[config.mk]
export PLATFORM = sky130hd
export DESIGN_NAME = sa_result_serializer
export DESIGN_NICKNAME = d
export VERILOG_FILES = /design/src/rtl/sa_result_serializer.sv
export SDC_FILE = /design/constraint.sdc
export NUM_CORES = 1
export LEC_CHECK = 0
export ABC_CLOCK_PERIOD_IN_PS = 2220
export CAP_MARGIN = 20
export CORE_ASPECT_RATIO = 1.1
export CORE_UTILIZATION = 25
export CTS_BUF_LIST = sky130_fd_sc_hd__clkbuf_16
export CTS_CLUSTER_SIZE = 10
export DETAILED_ROUTE_END_ITERATION = 7
export MAX_ROUTING_LAYER = met4
export PLACE_DENSITY_LB_ADDON = 0.1
export SETUP_SLACK_MARGIN = 0.05
export SLEW_MARGIN = 25
export SYNTH_ARGS = -nofsm -noshare
export SYNTH_HDL_FRONTEND = slang
export SYNTH_SLANG_ARGS = --single-unit
[constraint.sdc]
create_clock -name axi_clk -period 2.22 [get_ports axi_clk]
set_clock_uncertainty 0.1 [all_clocks]
set_input_delay 0.444 -clock axi_clk [delete_from_list [all_inputs] [get_ports axi_clk]]
set_output_delay 0.444 -clock axi_clk [all_outputs]
set_load 0.01 [all_outputs]
[src/rtl/sa_result_serializer.sv]
// Serializes one wide result frame of N_ELEM packed elements into OUT_W-bit
// AXI-Stream beats with TLAST. Holds one frame and accepts the next one on the final beat.
module sa_result_serializer #(
   parameter int unsigned N_ELEM = 9,
   parameter int unsigned ELEM_W = 16,
   parameter int unsigned OUT_W  = 32
) (
   input  logic                     axi_clk,
   input  logic                     axi_rst,
   input  logic                     s_axis_valid,
   input  logic [N_ELEM*ELEM_W-1:0] s_axis_data,
   output logic                     s_axis_ready,
   output logic                     m_axis_valid,
   output logic [OUT_W-1:0]         m_axis_data,
   output logic                     m_axis_last,
   input  logic                     m_axis_ready,
   output logic [15:0]              frame_count
);

   localparam int unsigned EPB    = OUT_W / ELEM_W;
   localparam int unsigned NBEATS = (N_ELEM + EPB - 1) / EPB;
   localparam int unsigned IN_W   = N_ELEM * ELEM_W;
   localparam int unsigned BUF_W  = NBEATS * OUT_W;
   localparam int unsigned CNT_W  = (NBEATS > 1) ? $clog2(NBEATS) : 1;

   typedef enum logic {StIdle, StSend} state_t;

   state_t             r_state, w_state_nxt;
   logic [CNT_W-1:0]   r_beat, w_beat_nxt;
   logic [BUF_W-1:0]   r_buf, w_buf_nxt;
   logic [15:0]        r_frame_cnt, w_frame_cnt_nxt;

   logic [BUF_W-1:0]   w_buf_in;
   logic [OUT_W-1:0]   w_beat_data;
   logic               w_last;
   logic               w_s_hs;

   // Zero-extending the frame makes the unused slots of the final beat read as 0.
   assign w_buf_in    = BUF_W'(s_axis_data);
   assign w_beat_data = r_buf[r_beat*OUT_W +: OUT_W];
   assign w_last      = (r_state == StSend) && (r_beat == CNT_W'(NBEATS - 1));

   assign s_axis_ready = !axi_rst && ((r_state == StIdle) || (w_last && m_axis_ready));
   assign w_s_hs       = s_axis_valid && s_axis_ready;

   assign m_axis_valid = (r_state == StSend);
   assign m_axis_data  = (r_state == StSend) ? w_beat_data : '0;
   assign m_axis_last  = w_last;
   assign frame_count  = r_frame_cnt;

   always_comb begin
      w_state_nxt     = r_state;
      w_beat_nxt      = r_beat;
      w_buf_nxt       = r_buf;
      w_frame_cnt_nxt = r_frame_cnt;
      unique case (r_state)
         StIdle: begin
            if (w_s_hs) begin
               w_buf_nxt   = w_buf_in;
               w_beat_nxt  = '0;
               w_state_nxt = StSend;
            end
         end
         StSend: begin
            if (m_axis_ready) begin
               if (w_last) begin
                  w_frame_cnt_nxt = r_frame_cnt + 16'd1;
                  // Back-to-back frame: reload without passing through idle.
                  if (w_s_hs) begin
                     w_buf_nxt  = w_buf_in;
                     w_beat_nxt = '0;
                  end else begin
                     w_state_nxt = StIdle;
                  end
               end else begin
                  w_beat_nxt = r_beat + CNT_W'(1);
               end
            end
         end
         default: w_state_nxt = StIdle;
      endcase
   end

   always_ff @(posedge axi_clk) begin
      if (axi_rst) begin
         r_state     <= StIdle;
         r_beat      <= '0;
         r_buf       <= '0;
         r_frame_cnt <= '0;
      end else begin
         r_state     <= w_state_nxt;
         r_beat      <= w_beat_nxt;
         r_buf       <= w_buf_nxt;
         r_frame_cnt <= w_frame_cnt_nxt;
      end
   end

endmodule
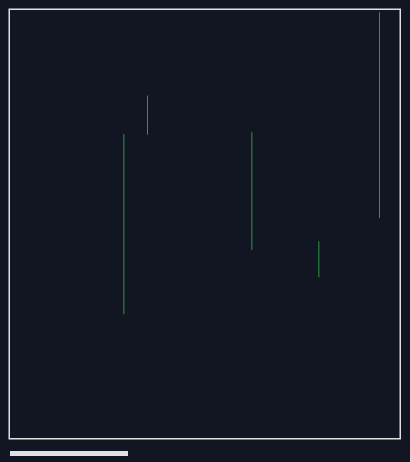
(run_1/layer_met4.png)
The bar under the picture is 50 um long.
nets with wire on the layer: 3
wire length on this layer: 244 um
drt total wl: 24.2 mm
vias after detailed routing: 6,491

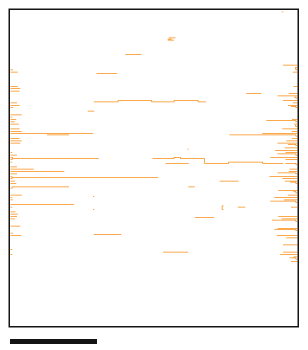
(run_1/layer_met3.png)
The bar under the picture is 50 um long.
share of all routed wire: 4.8%
nets with wire on the layer: 115
wire length on this layer: 1,160 um
main direction: horizontal
GR Util met3: 0.0313

==> changes_impl.md, run 1 <==
### Changed

* Layer with the highest usage: met2
* Synth Area per Inst at 8.97 sq um
* Max stage delay on crit path at 0.49 ns
* Critical Path, Cell by Cell: buf_12 -> buf_12 -> buf_6 -> mux4_2 -> a22o_1 -> buf_6
* Worst path slowest cell: mux4_2
* Worst setup startpoint: r_beat[0]
* Worst slew pin tran at 0.463 ns
* Complex Gates by Area at 0.124
* Total CTS buffers at 17
* Failing checks: DRC, setup timing
* Sw frac at 0.258
* Sequential cell power at 3.22 mW
* P_int at 5.74 mW
* Routed Antenna Nets at 0
* N_taps at 368
* Sequential share of power at 0.416
* Ys Warns at 0
* FP Util at 0.255
* DR DRC count at 32
* Chip area at 30,000 sq um
* Sum Neg Setup Slack at -20.22 ns
* Vias per cell at 4.50
* Final setup vio count at 181
* Combinational Power Share at 0.172
* Status: finished with violations
* Sink Count at 164
* Final Util at 0.430
* Combinational power at 1.33 mW
* Core Region at 28,800 sq um
* WP depth at 6
* Buffers, non-clock at 291
* Setup ws final at -0.255 ns
* Root buffer cell: clkbuf_16
* Net Sw Power at 2.00 mW
* Initial drt markers at 343
* Max Cap Viol at 0
* Worst slew margin at 0.691
* Power Density at 624 nW/um^2
* Seq_cells at 164
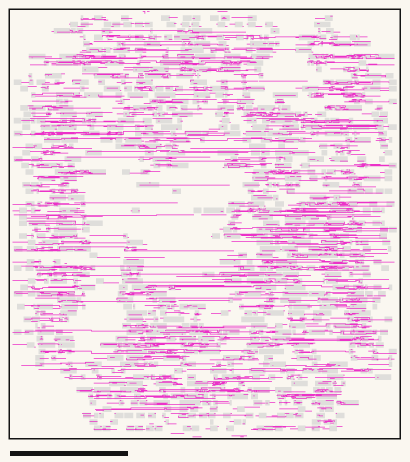
(run_1/layer_met1.png)
The bar under the picture is 50 um long.
wire length on this layer: 11,600 um
main direction: horizontal
GR Util met1: 0.199

-- run 1: flip-flops by register name, indices dropped and copies added (netlist names) --
signal	flops
m_axis_valid	1
frame_count	16
r_beat	3
r_buf	144
-- run 1: stage by stage --
stage	total power, mW	hold WS (ns)	cells	setup WS [ns]
floorplan	3.70	0.339	817	0.145
global placement	4.19	0.349	1354	-0.125
detailed placement	4.18	0.355	1354	-0.139
CTS	7.53	0.366	1411	-0.341
global route	8.08	0.383	1444	-0.316
finish	7.74	0.364	1444	-0.255
-- run 1: cells in the mapped netlist --
cell	count	share of area
nand2b_1	144	0.12
nor2_1	17	0.0087
and4_1	3	0.0036
mux4_2	32	0.098
ha_1	3	0.0051
clkbuf_2	13	0.0089
clkbuf_1	27	0.014
buf_6	10	0.015
mux2i_1	1	0.0014
a22o_1	16	0.019
xnor2_1	9	0.011
buf_1	1	0.00051
buf_2	14	0.0096
mux2_1	2	0.0031
o31ai_1	1	0.0010
xor2_1	2	0.0024
mux2_2	2	0.0031
dfxtp_1	164	0.45
and3_1	3	0.0026
nor2b_1	5	0.0043
nor3_1	7	0.0048
nand3_1	9	0.0061
a211oi_2	1	0.0017
o21ai_0	120	0.082
inv_1	5	0.0026
a21oi_1	5	0.0034
buf_4	1	0.0010
or3_1	1	0.00085
nand2_1	150	0.077
and2_1	16	0.014
or4_1	1	0.0010
nor4_1	1	0.00085
nor4_2	1	0.0017
nand4_1	5	0.0043
o21ai_1	25	0.017
-- run 1: cells by family after synthesis --
logic type,count (synthesis)
adders and majority gates,3
DFF,164
AOI/OAI and AO/OA,168
muxes,37
and+or+nand+nor,363
xor gates and xnor gates,11
buffers and inverters,71
-- run 1: timing repair --
action                                  CTS  global route
buffers inserted                         18             9
resized                                 204           355
pin swaps                                22            98
gates cloned                              7            26
endpoints found under the setup margin  168           121
==> inputs of run 2 (changes only) <==
--- a/config.mk
+++ b/config.mk
@@ -14,7 +14,6 @@
 export DETAILED_ROUTE_END_ITERATION = 7
 export MAX_ROUTING_LAYER = met4
 export PLACE_DENSITY_LB_ADDON = 0.1
-export SETUP_SLACK_MARGIN = 0.05
 export SLEW_MARGIN = 25
 export SYNTH_ARGS = -nofsm -noshare
 export SYNTH_HDL_FRONTEND = slang
==> run 2 against run 1 <==
Net effect: combinational power shrank 22%; sequential share of layout area grew 3.1 points; the run still ends with DRC, setup timing left; critical path type unchanged; largest cell class unchanged; worst hold slack lost 0.0019 ns.
==> changes_impl.md, run 2 <==
### Changed

* Core Region at 28,800 sq um (unchanged)
* Largest Register: r_buf (unchanged)
* Worst path slowest cell: mux4_2 (unchanged)
* Top cells by count, synth: 164 x dfxtp_1, 150 x nand2_1, 144 x nand2b_1, 120 x o21ai_0, 32 x mux4_2 (unchanged)
* Top cell area share at 0.448 (unchanged)
* DR DRC count at 29 (was 32)
* Initial drt markers at 400 (was 343)
* Final Util at 0.385 (was 0.430)
* Chip area at 30,000 sq um (unchanged)
* Synth area leader: dfxtp_1 (unchanged)
* FP Util at 0.255 (unchanged)
* Routed Antenna Nets at 0 (unchanged)
* Status: finished with violations (unchanged)
* Power Density at 671 nW/um^2 (was 624 nW/um^2)
* Count leader, synth: dfxtp_1 (unchanged)
* Worst slew margin at 0.695 (was 0.691)
* Max Buffers Root-to-Sink at 2 (unchanged)
* Max stage delay on crit path at 0.48 ns (was 0.49 ns)
* Critical Path, Cell by Cell: buf_12 -> buf_12 -> buf_6 -> mux4_2 -> a22o_1 -> buf_6 (unchanged)
* Sum Neg Setup Slack at -5.88 ns (was -20.22 ns)
* Root buffer cell: clkbuf_16 (unchanged)
* Failing checks: DRC, setup timing (unchanged)
* Inst Count DP at 1,354 (unchanged)
* Synth Area per Inst at 8.97 sq um (unchanged)
* Ys Warns at 0 (unchanged)
* Synth Flop Type: dfxtp_1 (unchanged)
* Final std cells w/o fill at 1,417 (was 1,444)
* Worst slew pin tran at 0.457 ns (was 0.463 ns)
* Setup ws final at -0.248 ns (was -0.255 ns)
* Worst setup startpoint: r_beat[0] (unchanged)
* Final setup vio count at 32 (was 181)
* Post-synth ARST share at 0 (unchanged)
* Post-synth EDFFs at 0 (unchanged)
* Hold WS at 0.363 ns (was 0.364 ns)
* Vias per cell at 4.39 (was 4.50)
* Top cell excl fill/tap: clkdlybuf4s50_1 (unchanged)
* Complex Gates by Area at 0.124 (unchanged)
* Max Cap Viol at 0 (unchanged)
[run 2: cell counts after synthesis]
Identical to the previous run, type by type.
[run 2: metal layers]
layer	GRT usage	vias up
li1	-	3199
met1	0.194	2861
met2	0.227	146
met3	0.0313	11
met4	0.0407	0
met5	-	-
[run 2: layout make-up]
class,instances,area (sq um)
fill,2953,17700
multi-input combinational,582,3760
sequential,164,3290
timing repair buffer,264,2930
tap,368,460
clock buffer,17,425
clock inverter,15,193
inverter,5,21.3
antenna,2,5.00
[run 2: worst max-delay path: cells and delay by family (launching register included)]
| family | cells | cell delay (ns) |
|---|---|---|
| AND-OR/OR-AND | 1 | 0.20 |
| multiplexers | 1 | 0.48 |
| buffers and inverters | 4 | 0.46 |
| flip-flops | 1 | 0.37 |
[run 2: worst paths after layout]
kind / cells after the start / endpoint / slack (ns)
worst max register to register: 12 / r_buf[14] / 0.06
worst min-delay path: 2 / r_buf[61] / 0.36
worst max-delay path: 6 / m_axis_data[0] / -0.25
worst min register to register: 2 / r_buf[61] / 0.36
[run 2: kinds of logic after synthesis]
family,Yosys count
AND-OR/OR-AND,168
flip-flops,164
adder cells (fa/ha/maj),3
multiplexers,37
XOR/XNOR,11
buffers and inverters,71
AND/OR/NAND/NOR,363
[run 2: what timing repair did]
item	CTS	global route
gates resized	179	66
setup endpoints to repair	109	102
pin swaps	18	5
setup buffers	14	5
cloned	2	10
[run 2: power breakdown]
group / internal [mW] / switching [mW]
clock: 1.81 / 1.36
combinational: 0.647 / 0.396
sequential: 3.12 / 0.0908
[run 2: per-stage QoR]
stage	total power, mW	setup WS (ns)
after floorplan	3.70	0.145
after global placement	4.19	-0.125
after detailed placement	4.18	-0.139
after CTS	7.48	-0.345
after global routing	7.79	-0.318
final	7.43	-0.248
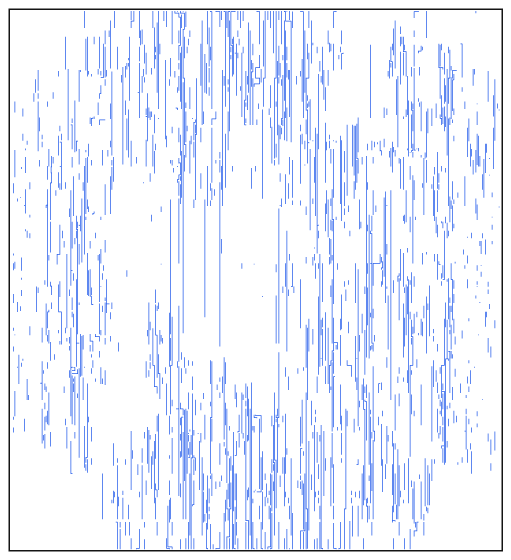
(run_2/layer_met2.png)
longest straight run: 84.3 um
main direction: vertical
wire length on this layer: 10,200 um
nets with wire on the layer: 911
met2 Use GR: 0.227
vias after detailed routing: 6,217
drt total wl: 22.3 mm

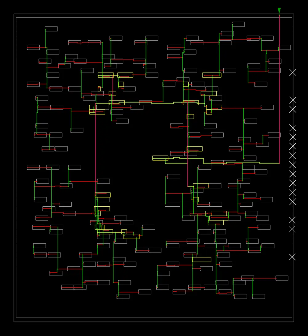
(run_2/clocks.png)
Clock group: 3.18 mW
seq_cells: 164
CLK BUF: 17
total CTS buffers: 17
clk ins delay skew pair: 0.42 ns

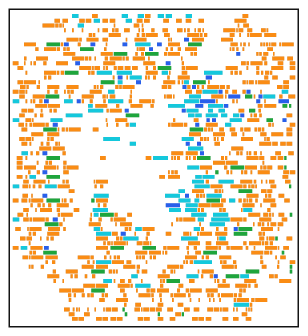
(run_2/sizes.png)
legend:
  cyan:
    size: _6 and larger
    cells: 94
    share: 9.0%
    most_used: buf_6
  blue:
    size: _3 and _4 cells
    cells: 46
    share: 4.4%
    most_used: buf_4
  orange:
    size: _0 and _1 cells
    cells: 855
    share: 82%
    most_used: clkdlybuf4s50_1
  green:
    size: _2 cells
    cells: 52
    share: 5.0%
    most_used: mux4_2
Buffers, non-clock: 264
setup ws final: -0.248 ns

Power and IR drop assume default switching activity.
